==> config.mk <==
export PLATFORM = sky130hd
export DESIGN_NAME = fp_mul_sched
export DESIGN_NICKNAME = d
export VERILOG_FILES = /design/src/rtl/fp_mul_sched.sv
export SDC_FILE = /design/constraint.sdc
export NUM_CORES = 1
export LEC_CHECK = 0
export CAP_MARGIN = 20
export CORE_MARGIN = 3
export CORE_UTILIZATION = 36
export CTS_BUF_LIST = sky130_fd_sc_hd__clkbuf_8
export DETAILED_ROUTE_END_ITERATION = 16
export MAX_ROUTING_LAYER = met4
export PLACE_DENSITY_LB_ADDON = 0.25
export SLEW_MARGIN = 20
export SYNTH_ARGS = -nofsm -noshare
export SYNTH_HDL_FRONTEND = slang
export SYNTH_SLANG_ARGS = --single-unit
==> constraint.sdc <==
create_clock -name clk -period 1.8 [get_ports clk]
set_clock_uncertainty 0.1 [all_clocks]
set_input_delay 0.18 -clock clk [delete_from_list [all_inputs] [get_ports clk]]
set_output_delay 0.18 -clock clk [all_outputs]
set_load 0.03 [all_outputs]
==> src/rtl/fp_mul_sched.sv <==
// Round-robin scheduler that shares one pipelined FP32 multiplier core among NREQ requesters.
// It registers the granted operands into the core and returns the result to the issuer with a one-hot strobe.
module fp_mul_sched #(
  parameter int NREQ    = 2,
  parameter int MUL_LAT = 3
) (
  input  logic                 clk,
  input  logic                 rst,
  input  logic                 cfg_en,
  input  logic [NREQ-1:0]      req_valid,
  output logic [NREQ-1:0]      req_ready,
  input  logic [NREQ*32-1:0]   req_X,
  input  logic [NREQ*32-1:0]   req_Y,
  input  logic [NREQ*3-1:0]    req_rmode,
  output logic                 mul_vld,
  output logic [31:0]          mul_X,
  output logic [31:0]          mul_Y,
  output logic [2:0]           mul_rmode,
  input  logic [31:0]          mul_Z,
  input  logic                 mul_ovrf,
  input  logic                 mul_udrf,
  output logic [NREQ-1:0]      rsp_valid,
  output logic [31:0]          rsp_Z,
  output logic                 rsp_ovrf,
  output logic                 rsp_udrf,
  output logic                 idle
);

  localparam int unsigned NR  = NREQ;
  localparam int          IDW = (NREQ > 1) ? $clog2(NREQ) : 1;
  localparam int          CW  = $clog2(MUL_LAT + 3);

  logic [IDW-1:0] rr_ptr;
  logic [IDW-1:0] gnt_id;
  logic [IDW-1:0] cand;
  logic           xfer;
  logic [31:0]    sel_x;
  logic [31:0]    sel_y;
  logic [2:0]     sel_rm;
  logic [MUL_LAT:0] tag_vld;
  logic [IDW-1:0] tag_id [MUL_LAT+1];
  logic [CW-1:0]  inflight;
  logic           rsp_any;

  always_comb begin
    xfer   = 1'b0;
    gnt_id = '0;
    cand   = '0;
    if (cfg_en) begin
      for (int unsigned i = 0; i < NR; i++) begin
        cand = IDW'((32'(rr_ptr) + i) % NR);
        if (!xfer && req_valid[cand]) begin
          xfer   = 1'b1;
          gnt_id = cand;
        end
      end
    end
  end

  always_comb begin
    req_ready = '0;
    if (xfer) req_ready[gnt_id] = 1'b1;
  end

  always_comb begin
    sel_x  = '0;
    sel_y  = '0;
    sel_rm = '0;
    for (int unsigned i = 0; i < NR; i++) begin
      if (gnt_id == IDW'(i)) begin
        sel_x  = req_X[32*i +: 32];
        sel_y  = req_Y[32*i +: 32];
        sel_rm = req_rmode[3*i +: 3];
      end
    end
  end

  assign rsp_any = |rsp_valid;
  assign idle    = (inflight == '0);

  // Tag stage 0 loads alongside the issue register, so stage MUL_LAT lines up with the core result.
  always_ff @(posedge clk) begin
    if (rst) begin
      rr_ptr    <= '0;
      mul_vld   <= 1'b0;
      mul_X     <= '0;
      mul_Y     <= '0;
      mul_rmode <= '0;
      tag_vld   <= '0;
      for (int unsigned k = 0; k <= MUL_LAT; k++) tag_id[k] <= '0;
      rsp_valid <= '0;
      rsp_Z     <= '0;
      rsp_ovrf  <= 1'b0;
      rsp_udrf  <= 1'b0;
      inflight  <= '0;
    end else begin
      mul_vld <= xfer;
      if (xfer) begin
        rr_ptr    <= (gnt_id == IDW'(NR - 1)) ? '0 : gnt_id + 1'b1;
        mul_X     <= sel_x;
        mul_Y     <= sel_y;
        mul_rmode <= sel_rm;
      end

      tag_vld[0] <= xfer;
      tag_id[0]  <= gnt_id;
      for (int unsigned k = 1; k <= MUL_LAT; k++) begin
        tag_vld[k] <= tag_vld[k-1];
        tag_id[k]  <= tag_id[k-1];
      end

      rsp_valid <= '0;
      if (tag_vld[MUL_LAT]) begin
        rsp_valid[tag_id[MUL_LAT]] <= 1'b1;
        rsp_Z    <= mul_Z;
        rsp_ovrf <= mul_ovrf;
        rsp_udrf <= mul_udrf;
      end

      if (xfer && !rsp_any)
        inflight <= inflight + 1'b1;
      else if (!xfer && rsp_any)
        inflight <= inflight - 1'b1;
    end
  end

endmodule

==> run_1/layer_met1.png <==
Supply wires on this layer in gray.
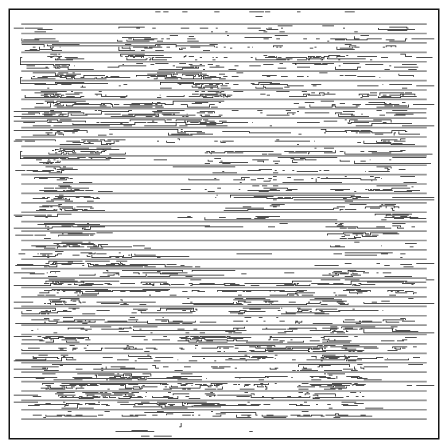
main direction: horizontal
longest straight run: 40.5 µm
wire length on this layer: 6,870 µm
DR vias: 5,325
met1 global-route usage: 24.2%

==> run_1/layer_met2.png <==
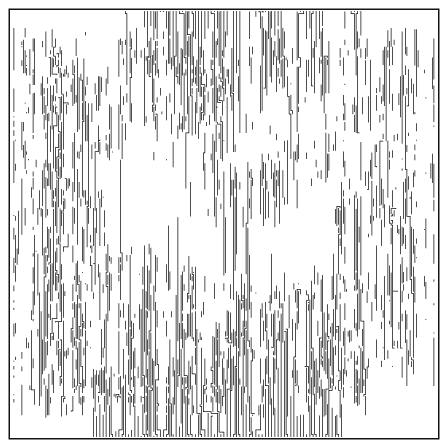
wire length on this layer: 9,010 µm
share of all routed wire: 50%
nets with wire on the layer: 857
met2 Usage GRT: 39.7%
final WL: 18.0 mm

==> run_1/layer_met3.png <==
Scale bar: 20 µm. Cells faint in the background.
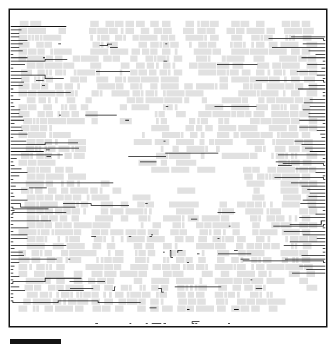
wire length on this layer: 1,480 µm
nets with wire on the layer: 179
main direction: horizontal
share of all routed wire: 8.2%
GRT met3 Usage: 7.63%

==> run_1/layer_met4.png <==
Supply wires on this layer in gray. Cells faint in the background.
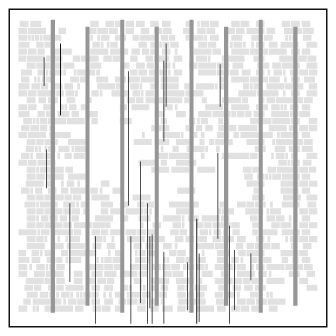
main direction: vertical
share of all routed wire: 3.7%
longest straight run: 55.1 µm
nets with wire on the layer: 18

==> results.toml, run 1 <==
# synthesis and place-and-route metrics
[placed_design]
dpl_cell_area_mm2 = 0.00799
place_hpwl_mm = 12.3

[synthesis]
synth_cells = 541
synth-edff-count = 0
largest_area_cell = "dfxtp_1"
async_flop_share_pct = 0
synth_seq_share_pct = 46.1
yosys_cells = 541
postSynthAreaPerCell_um2 = 9.23
syn-cell-area_mm2 = 0.00499
top_cell_area_share_pct = 46.1
synth_cell_types = 26
floorplan.nets = 716

[flow_run]
warning_count = 27
maxCapViolCount = 0

[clock_tree]
clkTransAtPathRegs_ps = 70
cts-root-buf = "clkbuf_8"
clockBufferDepth = 2
cts_sinks = 115
cts_buffers = 17

[critical_path]
r2r-start = "rsp_valid[1]"
worst_ep_arrival_time_ps = 2040
crit_start = "rsp_valid[1]"
cp_max_fo = 2
end_kind = "flop"

[timing]
rsz0062_at_grt = "true"
tightest_slew_ps = 571
final_hold_viol_count = 0
finalSetupViolCount = 0
period_minus_slack_ps = 1770

[floorplanning]
ioPinCount = 280
die_h_um = 124
core_mm2 = 0.0134

[detailed_routing]
viasPerCell = 5.35

[worst_hold_path]
hold_start = "rst"

[status]
status = "completed"

[global_route]
grt_antenna_before_repair = 0

[power_and_ir_drop]
vdd_drop_max_v = 0.000503
p_per_area_mw_per_mm2 = 778

[finish]
synthToLayoutAreaGrowth_pct = 71.9
[run 1: state kept, by name, indices dropped and copies added (netlist names)]
register   count
mul_rmode      3
mul_X         32
inflight       3
rsp_udrf       1
rsp_Z         32
rsp_ovrf       1
mul_Y         32
tag_id         4
rsp_valid      2
tag_vld        4
rr_ptr         1
[run 1: worst max-delay path, stage by stage (launching register included)]
cell	delay, ps
dfxtp_2	330
nor2_4	100
ha_2	190
inv_2	40
fa_2	330
xor2_1	150
or3_1	320
a21oi_2	130
[run 1: power breakdown]
| part | total (mW) | internal [mW] | switching [mW] |
|---|---|---|---|
| sequential | 2.78 | 2.69 | 0.0840 |
| clock | 2.41 | 1.28 | 1.13 |
| combinational | 1.49 | 0.735 | 0.756 |
[run 1: what timing repair did]
action | CTS | global route
endpoints found under the setup margin | 14 | 86
pin swaps | 2 | 1
setup buffers | 2 | 0
gates resized | 17 | 61
gates cloned | 1 | 0
[run 1: worst paths after layout]
path / endpoint / depth (start not counted) / slack (ps)
worst max register to register: inflight[2] / 7 / 30
worst min-delay path: inflight[1] / 2 / 70
worst min register to register: rsp_valid[0] / 1 / 310
worst max-delay path: inflight[2] / 7 / 30
[run 1: kinds of logic after synthesis]
group	share of synthesized area (%)
adder cells (fa/ha/maj)	0.652
AND-OR/OR-AND	24.9
AND/OR/NAND/NOR	9.47
buffers and inverters	11.5
multiplexers	7.02
flip-flops	46.1
XOR/XNOR	0.351
[run 1: cells in the mapped netlist, types with 2 or more instances]
library cell and count:
a2111oi_0 111, a2111oi_1 21, a2111oi_2 2, a21oi_1 2, buf_2 18, buf_4 10
buf_6 3, clkbuf_1 25, clkbuf_2 2, dfxtp_1 115, inv_1 69, inv_2 3
mux2i_1 35, nor2_1 106, nor2b_1 7, xor2_1 2
[run 1: layer usage]
metal / global-route usage (%) / up-vias / routed length, µm
li1: - / 2511 / -
met1: 24.2 / 2535 / 6870
met2: 39.7 / 231 / 9010
met3: 7.63 / 48 / 1480
met4: 12.4 / 0 / 659
met5: - / - / 0
[run 1: stage by stage]
| step | setup TNS (ps) | power (mW) | hold WS [ps] | setup WS (ps) | std cells |
|---|---|---|---|---|---|
| after CTS | 0 | 6.77 | 26.9 | 3.00 | 996 |
| after global routing | -108 | 6.97 | 46.2 | -74.1 | 996 |
| after detailed placement | -20660 | 4.33 | 297 | -423 | 961 |
| after global placement | -16940 | 4.30 | 289 | -367 | 961 |
| final | 0 | 6.68 | 66.1 | 31.1 | 996 |
| after floorplan | 0 | 3.50 | 218 | 11.5 | 541 |
[run 1: cell usage in the layout, fill, tap and decap left out, types with 9 or more instances in the layout]
cell             count
a2111oi_1           21
a2111oi_0          111
clkbuf_8            18
dlygate4sd2_1       11
buf_4               18
buf_12               9
mux2i_1             35
clkdlybuf4s50_1    208
dlymetal6s2s_1      55
dfxtp_1            111
nor2_1             105
inv_1               68
[run 1: area by class of cell]
type | instances | area [µm²] | area share, %
sequential | 115 | 2310 | 26.9
multi-input combinational | 296 | 2140 | 25.0
clock inverter | 14 | 154 | 1.79
inverter | 72 | 270 | 3.15
timing repair buffer | 305 | 3240 | 37.7
tap | 176 | 220 | 2.57
clock buffer | 18 | 248 | 2.89
==> run_1/clocks.png <==
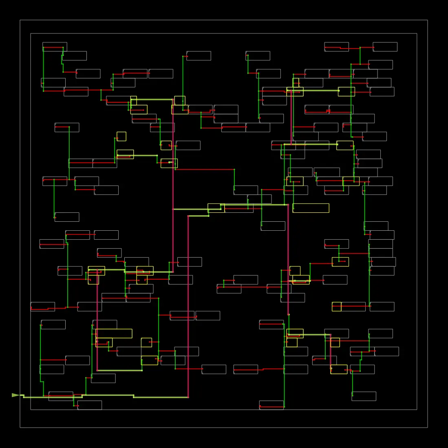

==> run 2, diff against run 1 <==
--- a/config.mk
+++ b/config.mk
@@ -5,11 +5,13 @@
 export SDC_FILE = /design/constraint.sdc
 export NUM_CORES = 1
 export LEC_CHECK = 0
+export ABC_CLOCK_PERIOD_IN_PS = 2100
 export CAP_MARGIN = 20
 export CORE_MARGIN = 3
-export CORE_UTILIZATION = 36
+export CORE_UTILIZATION = 40
 export CTS_BUF_LIST = sky130_fd_sc_hd__clkbuf_8
 export DETAILED_ROUTE_END_ITERATION = 16
+export GPL_ROUTABILITY_DRIVEN = 0
 export MAX_ROUTING_LAYER = met4
 export PLACE_DENSITY_LB_ADDON = 0.25
 export SLEW_MARGIN = 20
==> constraint.sdc (replaced) <==
create_clock -name clk -period 2.1 [get_ports clk]
set_clock_uncertainty 0.1 [all_clocks]
set_input_delay 0.21 -clock clk [delete_from_list [all_inputs] [get_ports clk]]
set_output_delay 0.21 -clock clk [all_outputs]
set_load 0.03 [all_outputs]
==> run_2/clocks.png <==
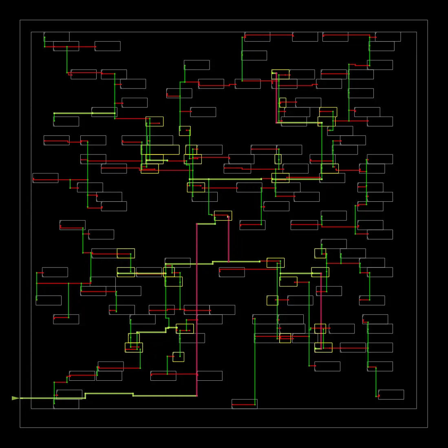
clk_lat worst skew: 420 ps
Flops: 115
P_clk: 2.02 mW
clkbuf count: 20

==> run 2 against run 1 <==
  * Via count is 1.3% lower
  * Synthesized cell count stayed put
  * Non-clock buffer count decreased by 8
  * Clock power is 16% lower
  * First-iteration DRC count increased by 49%
  * Register-to-register slack better by 210 ps
  * Sequential cell count unchanged
  * Design area shrank 3.3%
==> results.toml, run 2 <==
# synthesis and place-and-route metrics
[global_route]
grt_antenna_before_repair = 1
grt.met3_usage_pct = 7.35
grt-busiest-layer = "met2"
use_met2_pct = 40.4
grt_use_met1_pct = 27.6

[synthesis]
floorplan.nets = 716
yosysMostFrequentCell = "dfxtp_1"
largest_area_cell = "dfxtp_1"
synth-edff-count = 0
postSynthAreaPerCell_um2 = 9.23
top_cell_area_share_pct = 46.1
yosys_cells = 541

[clock_tree]
cts_sinks = 115
cts_buffers = 17
post_cts_buffers = 0
clkTransAtPathRegs_ps = 70
cts-root-buf = "clkbuf_8"
cts_resized = 0

[status]
status = "completed"

[flow_run]
maxCapViolCount = 0
warning_count = 26

[power_and_ir_drop]
p_int_mw = 3.99
p_per_area_mw_per_mm2 = 682
p_seq_share_pct = 42.0
swShare_pct = 29.6
vdd_drop_max_v = 0.000397
power_mw = 5.67
combPwrFrac_pct = 22.3

[timing]
worst_slack_ps = 233
setup-tns-final_ps = 0
rsz0062_at_grt = "false"
period_minus_slack_ps = 1870
whs_ps = 170
final_hold_viol_count = 0
tightest_slew_ps = 766

[finish]
synthToLayoutAreaGrowth_pct = 66.3
final-seq-area_mm2 = 0.00230
layout.cells.most_common = "clkdlybuf4s50_1"
comb_area_mm2 = 0.00213

[floorplanning]
core_mm2 = 0.0121
die_h_um = 118

[placed_design]
preCtsSetupSlack_ps = -150
place_hpwl_mm = 12.0

[critical_path]
cp_max_fo = 38
end_kind = "primary output"
worst_ep_arrival_time_ps = 1560

[detailed_routing]
drt-total-wl_mm = 16.9
run 2: worst max-delay path: stages:
cell and delay, ps:
clkdlybuf4s50_1 490, buf_4 140, nand2_1 80, a21oi_4 190, buf_12 230, buf_4 200
run 2: routing by layer:
layer	wire (µm)	share of wire, %
met1	6780	40
met2	8180	48
met3	1270	7.5
met4	648	3.8
met5	0	0
run 2: area by class of cell:
type,count,share of cell area (%)
diodes,1,0.0301
clock buffers,20,3.32
clock inverters,12,1.43
inverters,72,3.25
multi-input cells,296,25.6
flip-flops and latches,115,27.8
well taps,168,2.53
repair buffers,297,36.0
run 2: path summary, 6_finish.rpt:
path / to / from / slack [ps] / cells past startpoint
worst max register to register: inflight[2] / rsp_valid[1] / 240 / 7
worst min-delay path: tag_vld[0] / req_valid[1] / 170 / 4
worst max-delay path: req_ready[1] / cfg_en / 230 / 6
worst min register to register: rsp_valid[0] / tag_id[3] / 320 / 1
run 2: cells by family after synthesis:
group	synth area share, %
adder cells (fa/ha/maj)	0.652
AND-OR/OR-AND	24.9
flip-flops	46.1
buffers and inverters	11.5
XOR/XNOR	0.351
AND/OR/NAND/NOR	9.47
multiplexers	7.02
run 2: power by group through the flow:
stage | Combinational (mW) | Sequential, mW | Clock (mW)
6_report | 1.26 | 2.38 | 2.02
5_1_grt | 1.35 | 2.39 | 2.18
4_1_cts | 1.27 | 2.38 | 2.07
3_5_place_dp | 1.26 | 2.43 | 0
3_3_place_gp | 1.25 | 2.42 | 0
2_1_floorplan | 0.360 | 2.64 | 0
run 2: stage by stage:
stage / cells / util [%] / area, µm²
finish: 981 / 68.6 / 8300
global route: 981 / 68.6 / 8300
CTS: 980 / 68.5 / 8300
detailed placement: 948 / 65.3 / 7900
global placement: 948 / 65.3 / 7900
floorplan: 541 / - / 4990
==> run 3, diff against run 2 <==
--- a/config.mk
+++ b/config.mk
@@ -10,6 +10,7 @@
 export CORE_MARGIN = 3
 export CORE_UTILIZATION = 40
 export CTS_BUF_LIST = sky130_fd_sc_hd__clkbuf_8
+export CTS_CLUSTER_DIAMETER = 100
 export DETAILED_ROUTE_END_ITERATION = 16
 export GPL_ROUTABILITY_DRIVEN = 0
 export MAX_ROUTING_LAYER = met4
==> run_3/layer_met1.png <==
Supply wires on this layer in gray.
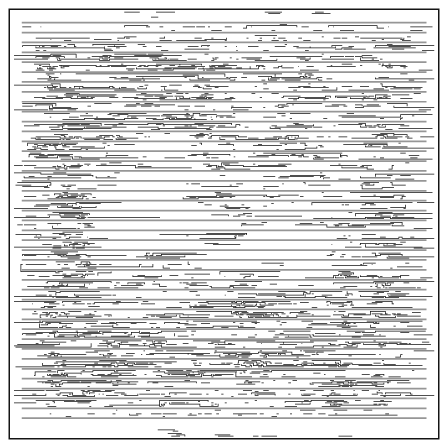
main direction: horizontal
longest straight run: 40.9 µm
wire length on this layer: 6,780 µm
met1 global-route usage: 27.6%
final WL: 16.9 mm
DR vias: 5,254

==> run 3 against run 2 <==
  * Largest cell class unchanged
  * Die size is the same
  * Clock power is essentially flat
  * Count of clock-buffer cells in the layout is the same
  * Maximum frequency is the same
  * Critical path type unchanged
  * Critical endpoint unchanged
  * Highest routed layer unchanged
  * Sequential share of layout area is the same
==> results.toml, run 3 <==
# synthesis and place-and-route metrics
[status]
status = "completed"

[synthesis]
synth_cell_types = 26
synth_seq_share_pct = 46.1
syn-cell-area_mm2 = 0.00499
floorplan.nets = 716
adder_share_pct = 0.652
synth_cells = 541
synth-edff-count = 0
ys_sh_xor_pct = 0.351
synth_warnings = 0
ys_sh_mux_pct = 7.02
postSynthAreaPerCell_um2 = 9.23
yosys.area_share.simple_pct = 9.47
async_flop_share_pct = 0
yosys_cells = 541
largest_area_cell = "dfxtp_1"
ys_top_cells_by_count = "dfxtp_1 (115), a2111oi_0 (111), nor2_1 (106)"

[critical_path]
ff2ff_setup_slack_ps = 240
cp_max_fo = 38
end_kind = "primary output"

[floorplanning]
core_mm2 = 0.0121
ioPinCount = 280
die_h_um = 118

[finish]
biggestRegsByFlops = "mul_X x32, mul_Y x32, rsp_Z x32"
synthToLayoutAreaGrowth_pct = 66.3
comb_area_mm2 = 0.00213
final_cell_mix = "clkdlybuf4s50_1 (274), dfxtp_1 (113), a2111oi_0 (111), nor2_1 (106), inv_1 (69)"
fin_util_pct = 68.6
layout.cells.most_common = "clkdlybuf4s50_1"

[timing]
final_hold_viol_count = 0
period_minus_slack_ps = 1870
finalSetupViolCount = 0
tightest_slew_ps = 766
whs_ps = 170
worst_slack_ps = 233

[power_and_ir_drop]
clockPowerShare_pct = 35.7
switching_power_mw = 1.68
combPwrFrac_pct = 22.3
p_seq_share_pct = 42.0
p_int_mw = 3.99
vdd_drop_max_v = 0.000397

[flow_run]
maxCapViolCount = 0
warning_count = 26

[placed_design]
place_hpwl_mm = 12.0
preCtsSetupSlack_ps = -150

[global_route]
grt_antenna_before_repair = 1
## run 3: cell counts in the layout (fill, tap and decap cells not counted)
No cell type changed its count.
## run 3: timing repair
item / CTS / global route
endpoints found under the hold margin: 0 / 0
setup endpoints to repair: 0 / 1
gates resized: 0 / 1
## run 3: cell families (layout without fill, tap and decap cells)
kind of cell | count (synthesis) | after routing
XOR/XNOR | 2 | 2
flip-flops | 115 | 115
buffers and inverters | 130 | 401
multiplexers | 35 | 35
adder cells (fa/ha/maj) | 2 | 2
other | 0 | 1
AND/OR/NAND/NOR | 118 | 118
AND-OR/OR-AND | 139 | 139
## run 3: path summary, 6_finish.rpt
path	start	cells after the start	endpoint
max	cfg_en	6	req_ready[1]
max reg2reg	rsp_valid[1]	7	inflight[2]
min reg2reg	tag_id[3]	1	rsp_valid[0]
min	req_valid[1]	4	tag_vld[0]
## run 3: metrics by stage
step / TNS [ps] / instances / instance area, µm² / power, mW
2_1_floorplan: 0 / 541 / 4990 / 3.00
3_3_place_gp: -82.0 / 948 / 7900 / 3.67
3_5_place_dp: -2000 / 948 / 7900 / 3.69
4_1_cts: 0 / 980 / 8300 / 5.72
5_1_grt: 0 / 981 / 8300 / 5.92
6_report: 0 / 981 / 8300 / 5.67
## run 3: layout make-up
cell class / instances / area share (%)
clock buffer: 20 / 3.32
sequential: 115 / 27.8
inverter: 72 / 3.25
tap: 168 / 2.53
timing repair buffer: 297 / 36.0
clock inverter: 12 / 1.43
multi-input combinational: 296 / 25.6
antenna: 1 / 0.0301
## run 3: critical path: stages
cell             delay (ps)
clkdlybuf4s50_1         490
buf_4                   140
nand2_1                  80
a21oi_4                 190
buf_12                  230
buf_4                   200
## run 3: power by group through the flow
stage / Sequential, mW / Clock, mW / Combinational [mW]
final: 2.38 / 2.02 / 1.26
after global placement: 2.42 / 0 / 1.25
after detailed placement: 2.43 / 0 / 1.26
after CTS: 2.38 / 2.07 / 1.27
after global routing: 2.39 / 2.18 / 1.35
after floorplan: 2.64 / 0 / 0.360
## run 3: metal layers
metal / vias to the layer above / wire (µm) / global-route usage (%)
met1: 2450 / 6780 / 27.6
met2: 257 / 8180 / 40.4
met4: 0 / 648 / 11.4
met3: 50 / 1270 / 7.35
li1: 2497 / - / -
met5: - / 0 / -
No activity file was given, so power comes from the tool's default toggle rates.
